## src/rtl/alarm_pkg.sv

```systemverilog
// Shared types and constants for the alarm event generator.
package alarm_pkg;

    localparam int unsigned HH_W = 5;
    localparam int unsigned MM_W = 6;
    localparam int unsigned SS_W = 6;

    localparam int unsigned DEF_RING_TIMEOUT_S = 60;
    localparam int unsigned DEF_SNOOZE_S       = 300;
    localparam int unsigned DEF_MAX_SNOOZE     = 3;

    typedef enum logic [1:0] {
        IDLE,
        RINGING,
        SNOOZE
    } alarm_state_t;

    // Counter width able to hold the larger of the two tick budgets.
    function automatic int unsigned cnt_width(input int unsigned a, input int unsigned b);
        int unsigned m;
        m = (a > b) ? a : b;
        return (m < 2) ? 1 : $clog2(m);
    endfunction

endpackage

```

## src/rtl/tick_down_counter.sv

```systemverilog
// Loadable, tick-enabled down counter that saturates at zero.
module tick_down_counter #(
    parameter int unsigned W = 9
) (
    input  logic         clk,
    input  logic         rst_n,
    input  logic         load,
    input  logic [W-1:0] load_val,
    input  logic         tick,
    output logic         zero
);

    localparam logic [W-1:0] ONE = W'(1);

    logic [W-1:0] count;

    always_ff @(posedge clk) begin
        if (!rst_n) begin
            count <= '0;
        end else if (load) begin
            count <= load_val;
        end else if (tick && (count != '0)) begin
            count <= count - ONE;
        end
    end

    assign zero = (count == '0);

endmodule

```

## src/rtl/alarm_trigger.sv

```systemverilog
// Alarm sequencer: match detection, ringing, snooze and auto-timeout.
module alarm_trigger
    import alarm_pkg::*;
#(
    parameter int unsigned RING_TIMEOUT_S = DEF_RING_TIMEOUT_S,
    parameter int unsigned SNOOZE_S       = DEF_SNOOZE_S,
    parameter int unsigned MAX_SNOOZE     = DEF_MAX_SNOOZE
) (
    input  logic            clk,
    input  logic            rst_n,
    input  logic            tick_1hz,
    input  logic [HH_W-1:0] cur_hh,
    input  logic [MM_W-1:0] cur_mm,
    input  logic [SS_W-1:0] cur_ss,
    input  logic [HH_W-1:0] alarm_hh,
    input  logic [MM_W-1:0] alarm_mm,
    input  logic            alarm_en,
    input  logic            dismiss,
    input  logic            snooze_btn,
    output logic            alarm_signal,
    output logic            snoozing,
    output logic [1:0]      snooze_left
);

    localparam int unsigned    CW          = cnt_width(RING_TIMEOUT_S, SNOOZE_S);
    localparam logic [CW-1:0]  RING_LOAD   = CW'(RING_TIMEOUT_S - 1);
    localparam logic [CW-1:0]  SNOOZE_LOAD = CW'(SNOOZE_S - 1);
    localparam logic [1:0]     LEFT_INIT   = 2'(MAX_SNOOZE);

    alarm_state_t state, state_next;
    logic         match;
    logic         ring_load, ring_tick, ring_zero;
    logic         snz_load, snz_tick, snz_zero;
    logic [1:0]   left_next;

    assign match = tick_1hz & alarm_en & ~dismiss &
                   (cur_hh == alarm_hh) & (cur_mm == alarm_mm) & (cur_ss == '0);

    tick_down_counter #(.W(CW)) u_ring_cnt (
        .clk      (clk),
        .rst_n    (rst_n),
        .load     (ring_load),
        .load_val (RING_LOAD),
        .tick     (ring_tick),
        .zero     (ring_zero)
    );

    tick_down_counter #(.W(CW)) u_snooze_cnt (
        .clk      (clk),
        .rst_n    (rst_n),
        .load     (snz_load),
        .load_val (SNOOZE_LOAD),
        .tick     (snz_tick),
        .zero     (snz_zero)
    );

    // Priority: dismiss/disable, then snooze, then timeout, then decrement.
    always_comb begin
        state_next = state;
        ring_load  = 1'b0;
        ring_tick  = 1'b0;
        snz_load   = 1'b0;
        snz_tick   = 1'b0;
        left_next  = snooze_left;
        if (dismiss || !alarm_en) begin
            state_next = IDLE;
        end else begin
            case (state)
                IDLE: begin
                    if (match) begin
                        state_next = RINGING;
                        ring_load  = 1'b1;
                        left_next  = LEFT_INIT;
                    end
                end
                RINGING: begin
                    if (snooze_btn && (snooze_left != 2'd0)) begin
                        state_next = SNOOZE;
                        snz_load   = 1'b1;
                        left_next  = snooze_left - 2'd1;
                    end else if (tick_1hz) begin
                        if (ring_zero) state_next = IDLE;
                        else           ring_tick  = 1'b1;
                    end
                end
                SNOOZE: begin
                    if (tick_1hz) begin
                        if (snz_zero) begin
                            state_next = RINGING;
                            ring_load  = 1'b1;
                        end else begin
                            snz_tick = 1'b1;
                        end
                    end
                end
                default: state_next = IDLE;
            endcase
        end
    end

    // Outputs are registered from the next-state decode so they align with state.
    always_ff @(posedge clk) begin
        if (!rst_n) begin
            state        <= IDLE;
            alarm_signal <= 1'b0;
            snoozing     <= 1'b0;
            snooze_left  <= LEFT_INIT;
        end else begin
            state        <= state_next;
            alarm_signal <= (state_next == RINGING);
            snoozing     <= (state_next == SNOOZE);
            snooze_left  <= left_next;
        end
    end

endmodule

```

## config.mk

```make
export PLATFORM = sky130hd
export DESIGN_NAME = alarm_trigger
export DESIGN_NICKNAME = d
export VERILOG_FILES = /design/src/rtl/alarm_pkg.sv /design/src/rtl/tick_down_counter.sv /design/src/rtl/alarm_trigger.sv
export SDC_FILE = /design/constraint.sdc
export NUM_CORES = 1
export LEC_CHECK = 0
export ABC_AREA = 1
export CORE_MARGIN = 10
export CORE_UTILIZATION = 52
export CTS_BUF_LIST = sky130_fd_sc_hd__clkbuf_4 sky130_fd_sc_hd__clkbuf_8
export DETAILED_ROUTE_END_ITERATION = 12
export PLACE_DENSITY_LB_ADDON = 0.3
export SLEW_MARGIN = 20
export SYNTH_ARGS = -nofsm -noshare
export SYNTH_HDL_FRONTEND = slang
export SYNTH_SLANG_ARGS = --single-unit
```

## constraint.sdc

```tcl
create_clock -name clk -period 1.6 [get_ports clk]
set_input_delay 0.32 -clock clk [delete_from_list [all_inputs] [get_ports clk]]
set_output_delay 0.32 -clock clk [all_outputs]
set_load 0.1 [all_outputs]
```

### Signal wires by layer, run 1

Bar = 20 um. Only two layers are drawn.
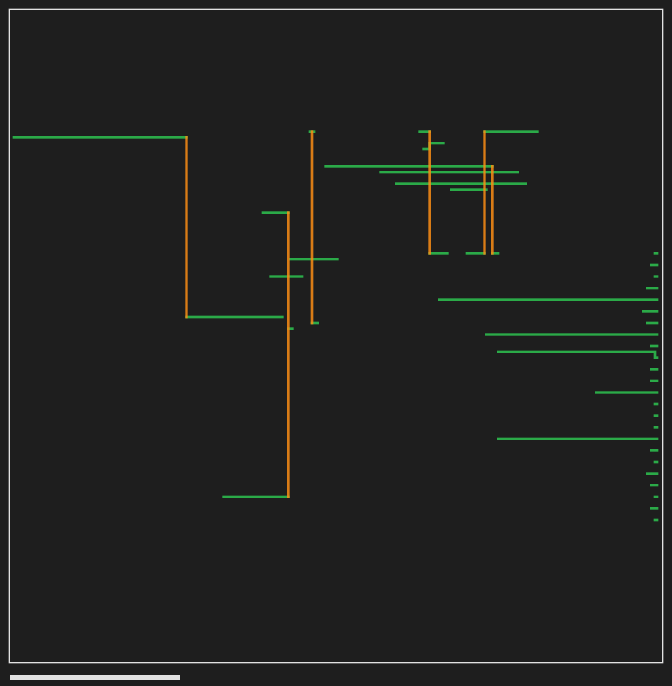
[M3] green | wire length: 225 um
[M4] orange | wire length: 116 um

### Signal metal coverage by tile, run 1

15 x 15 tiles, from white (low) to dark blue (high), scaled to the fullest tile. Values are wire area over tile area, all layers added.
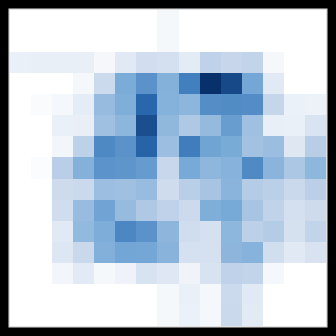
tiles over half the peak: 11%
densest ninth of the die: center
nearly empty tiles: 32%
mean over tiles: 0.13
emptiest ninth of the die: north-west
fullest tile: 0.59
Routed WL: 4.57 mm
vias post-DR: 1756
Total GRT Usage: 0.148
routed length per instance: 12.5 um

### A small window of the routed layout, run 1

Bar = 5 um. Region (47, 47) to (67, 67) um. Cells in gray, sequential cells in the stronger gray; small squares are vias.
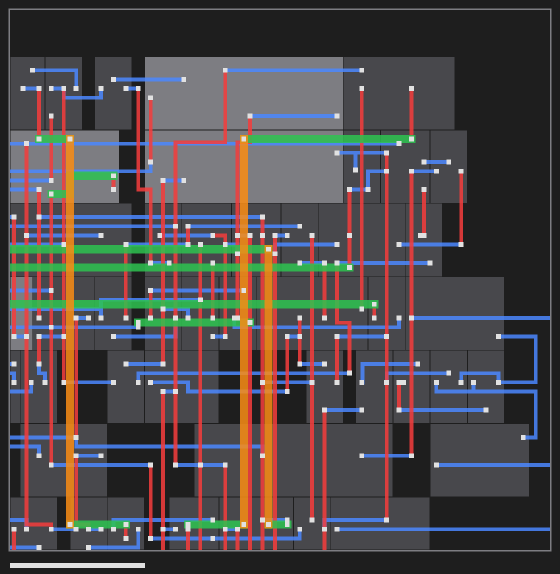
[M2] red
[M4] orange
[M1] blue
[M3] green
most frequent: nor2_1 (8), nand2_1 (8), inv_1 (7)
sequential cells in the window: 3
netlist names of flops here include: u_ring_cnt.count (3)
cells with their middle in the window: 42

### Routing congestion, run 1

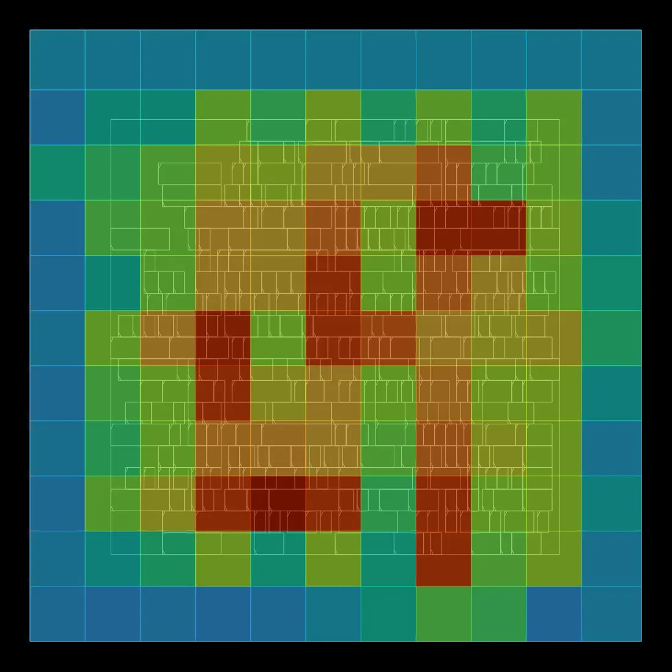
met2 GRT Util: 0.243
met3 usage: 0.0212
Util after Layout: 0.778

## run 1: metal layers
metal | vias up | share of wire
met1 | 766 | 0.47
li1 | 929 | -
met2 | 48 | 0.46
met5 | - | 0
met3 | 13 | 0.049
met4 | 0 | 0.025
## run 1: flip-flops by register name, summed over array words and instances (netlist names)
| name | count |
|---|---|
| state | 2 |
| snooze_left | 2 |
| alarm_signal | 1 |
| u_snooze_cnt.count | 9 |
| snoozing | 1 |
| u_ring_cnt.count | 9 |
## run 1: cell families (layout without fill, tap and decap cells)
kind of cell | count (synthesis) | after routing | synth area share
DFF | 24 | 24 | 0.290
adders and majority gates | 5 | 5 | 0.0377
xor gates and xnor gates | 10 | 10 | 0.0573
AOI/OAI and AO/OA | 24 | 24 | 0.0769
buffers and inverters | 54 | 107 | 0.127
and+or+nand+nor | 151 | 151 | 0.412
==> results.toml, run 1 <==
# synthesis and place-and-route metrics
[outcome]
status = "finished, final reports clean"

[critical_path]
end_kind = "flop"
worstReg2RegStart = "snooze_left[1]"
crit_path_top_delay_cell = "dfxtp_4"
ff2ff_path_depth = 11

[global_route]
grt_pass1_vias = 1621
grt_overflow = 0
grt_max_degree = 14

[logic_synthesis]
ys_area_um2 = 1660
top_cell_area_share = 0.290
async_reset_ff_frac = 0
synthFlopType = "dfxtp_1"
syn_avg_cell_area_um2 = 6.19
ys_seq_frac = 0.290

[job]
cap_violations = 0

[clocking]
cts-resized-gates = 0
tritoncts = "yes"
post_cts_buffers = 0
clk_path_buf_depth = 2

[timing]
holdWs_ps = 508
rsz0062_at_grt = "true"
drv_slew = 0
hold_viol_final = 0

[pwr]
p_comb_mw = 0.168
switching_share = 0.227
total_power_mw = 1.08
pwr-share-seq = 0.549
combPwrFrac = 0.156
switchingPower_mw = 0.246

[finish]
layout.cells.most_common = "nand2_1"
n_antenna_cell = 0
comb-cell-share = 0.441
n_all_inverters = 51
n_all_buffers = 52
flops = 24

[placed_design]
dp_hpwl_mm = 3.49
portBuffers = 37
place_worst_setup_slack_ps = -255

[floorplan]
fp.coreArea_um2 = 3050
fp-row-count = 20
die_y_um = 76.5
fp_util = 0.543

[routing]
drt_iter0_drc = 81
vias_per_cell = 4.81
==> run 2, diff against run 1 <==
CTS_CLUSTER_DIAMETER = 40   (was default)
### Signal wires by layer, run 2

Bar = 20 um. Only two layers are drawn.
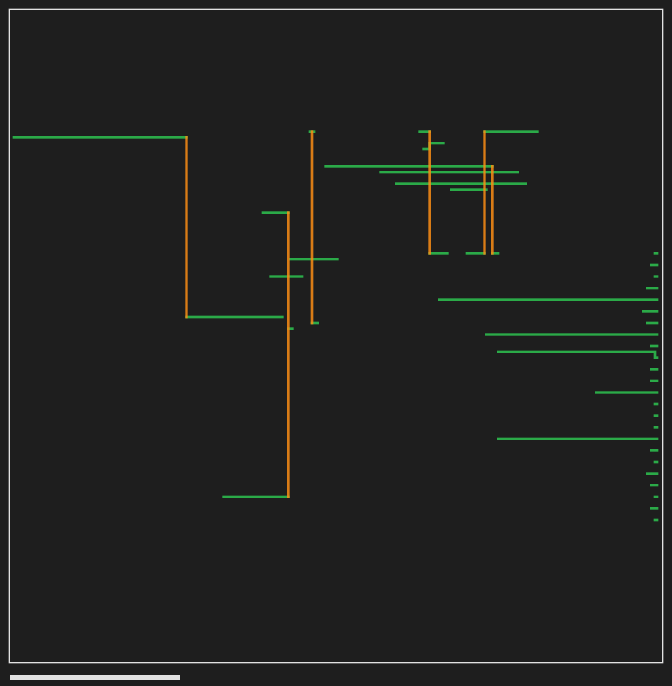
[M4] orange | wire length: 116 um
[M3] green | wire length: 225 um

==> results.toml, run 2 <==
# synthesis and place-and-route metrics
[outcome]
status = "finished, final reports clean"

[floorplan]
fp_util = 0.543
die_y_um = 76.5
fp.coreArea_um2 = 3050
fp-row-count = 20

[pwr]
switching_share = 0.227
switchingPower_mw = 0.246
p_comb_mw = 0.168
pwr-share-seq = 0.549
combPwrFrac = 0.156

[routing]
wl_met1_mm = 2.15
route.met2.wl_mm = 2.08
wl_met3_um = 224
route.vias.total = 1756
wire_per_inst_um = 12.5
highest_layer = "met4"
drt_iter0_drc = 81
vias_per_cell = 4.81

[logic_synthesis]
synthFlopType = "dfxtp_1"
post_synth_fa_ha_maj_area_fraction = 0.0377
ys_seq_frac = 0.290
topCombFamilyByArea = "simple AND/OR/NAND/NOR gates"
synth_flops = 24
synthAoiAreaFrac = 0.0769
top_cell_area_share = 0.290
xor_area_frac = 0.0573
top_cell = "nand2_1"
ys_area_um2 = 1660
async_reset_ff_frac = 0
syn_avg_cell_area_um2 = 6.19
synthSimpleGateAreaFrac = 0.412
synthMuxAreaShare = 0

[timing]
drv_slew = 0
hold_viol_final = 0

[global_route]
top_usage_layer = "met2"
grt_max_degree = 14
grt_use_met2 = 0.243
grt_usage = 0.148
met3_usage = 0.0212
grt_pass1_vias = 1621

[placed_design]
place_worst_setup_slack_ps = -255
portBuffers = 37
dp_hpwl_mm = 3.49

[finish]
area_growth_pct = 43.1
layout.cells.most_common = "nand2_1"
n_antenna_cell = 0
final_core_util = 0.778
top_regs = "u_ring_cnt.count x9, u_snooze_cnt.count x9"

[clocking]
clk_path_buf_depth = 2
cts-resized-gates = 0
tritoncts = "yes"
cts_made_buffers = 3
post_cts_buffers = 0

[critical_path]
ff2ff_path_depth = 11
end_kind = "flop"
cp.arrival_ps = 1840

[job]
cap_violations = 0
warnings = 29

[min_path]
worstHoldStart = "u_snooze_cnt.count[7]"
==> run 2: worst max-delay path: stages, from the launching register on <==
cell and delay [ps]:
dfxtp_4 390, inv_4 60, ha_4 130, nor2_4 40, nor2_4 130, nand2_2 100
nor2_4 180, buf_12 150, nand4_1 80, nand2_1 80, inv_1 50, a21oi_2 130
==> run 2: layout make-up <==
cell class | count | area share
Multi-Input combinational cell | 190 | 0.441
Timing Repair Buffer | 52 | 0.233
Sequential cell | 24 | 0.206
Inverter | 51 | 0.0817
Tap cell | 44 | 0.0232
Clock buffer | 4 | 0.0153
==> run 2: through the flow <==
stage | hold WS (ps) | total power, mW
global route | 536 | 1.13
floorplan | 463 | 0.664
finish | 508 | 1.08
CTS | 505 | 1.09
detailed placement | 486 | 0.771
global placement | 482 | 0.766
Power and IR drop assume default switching activity.
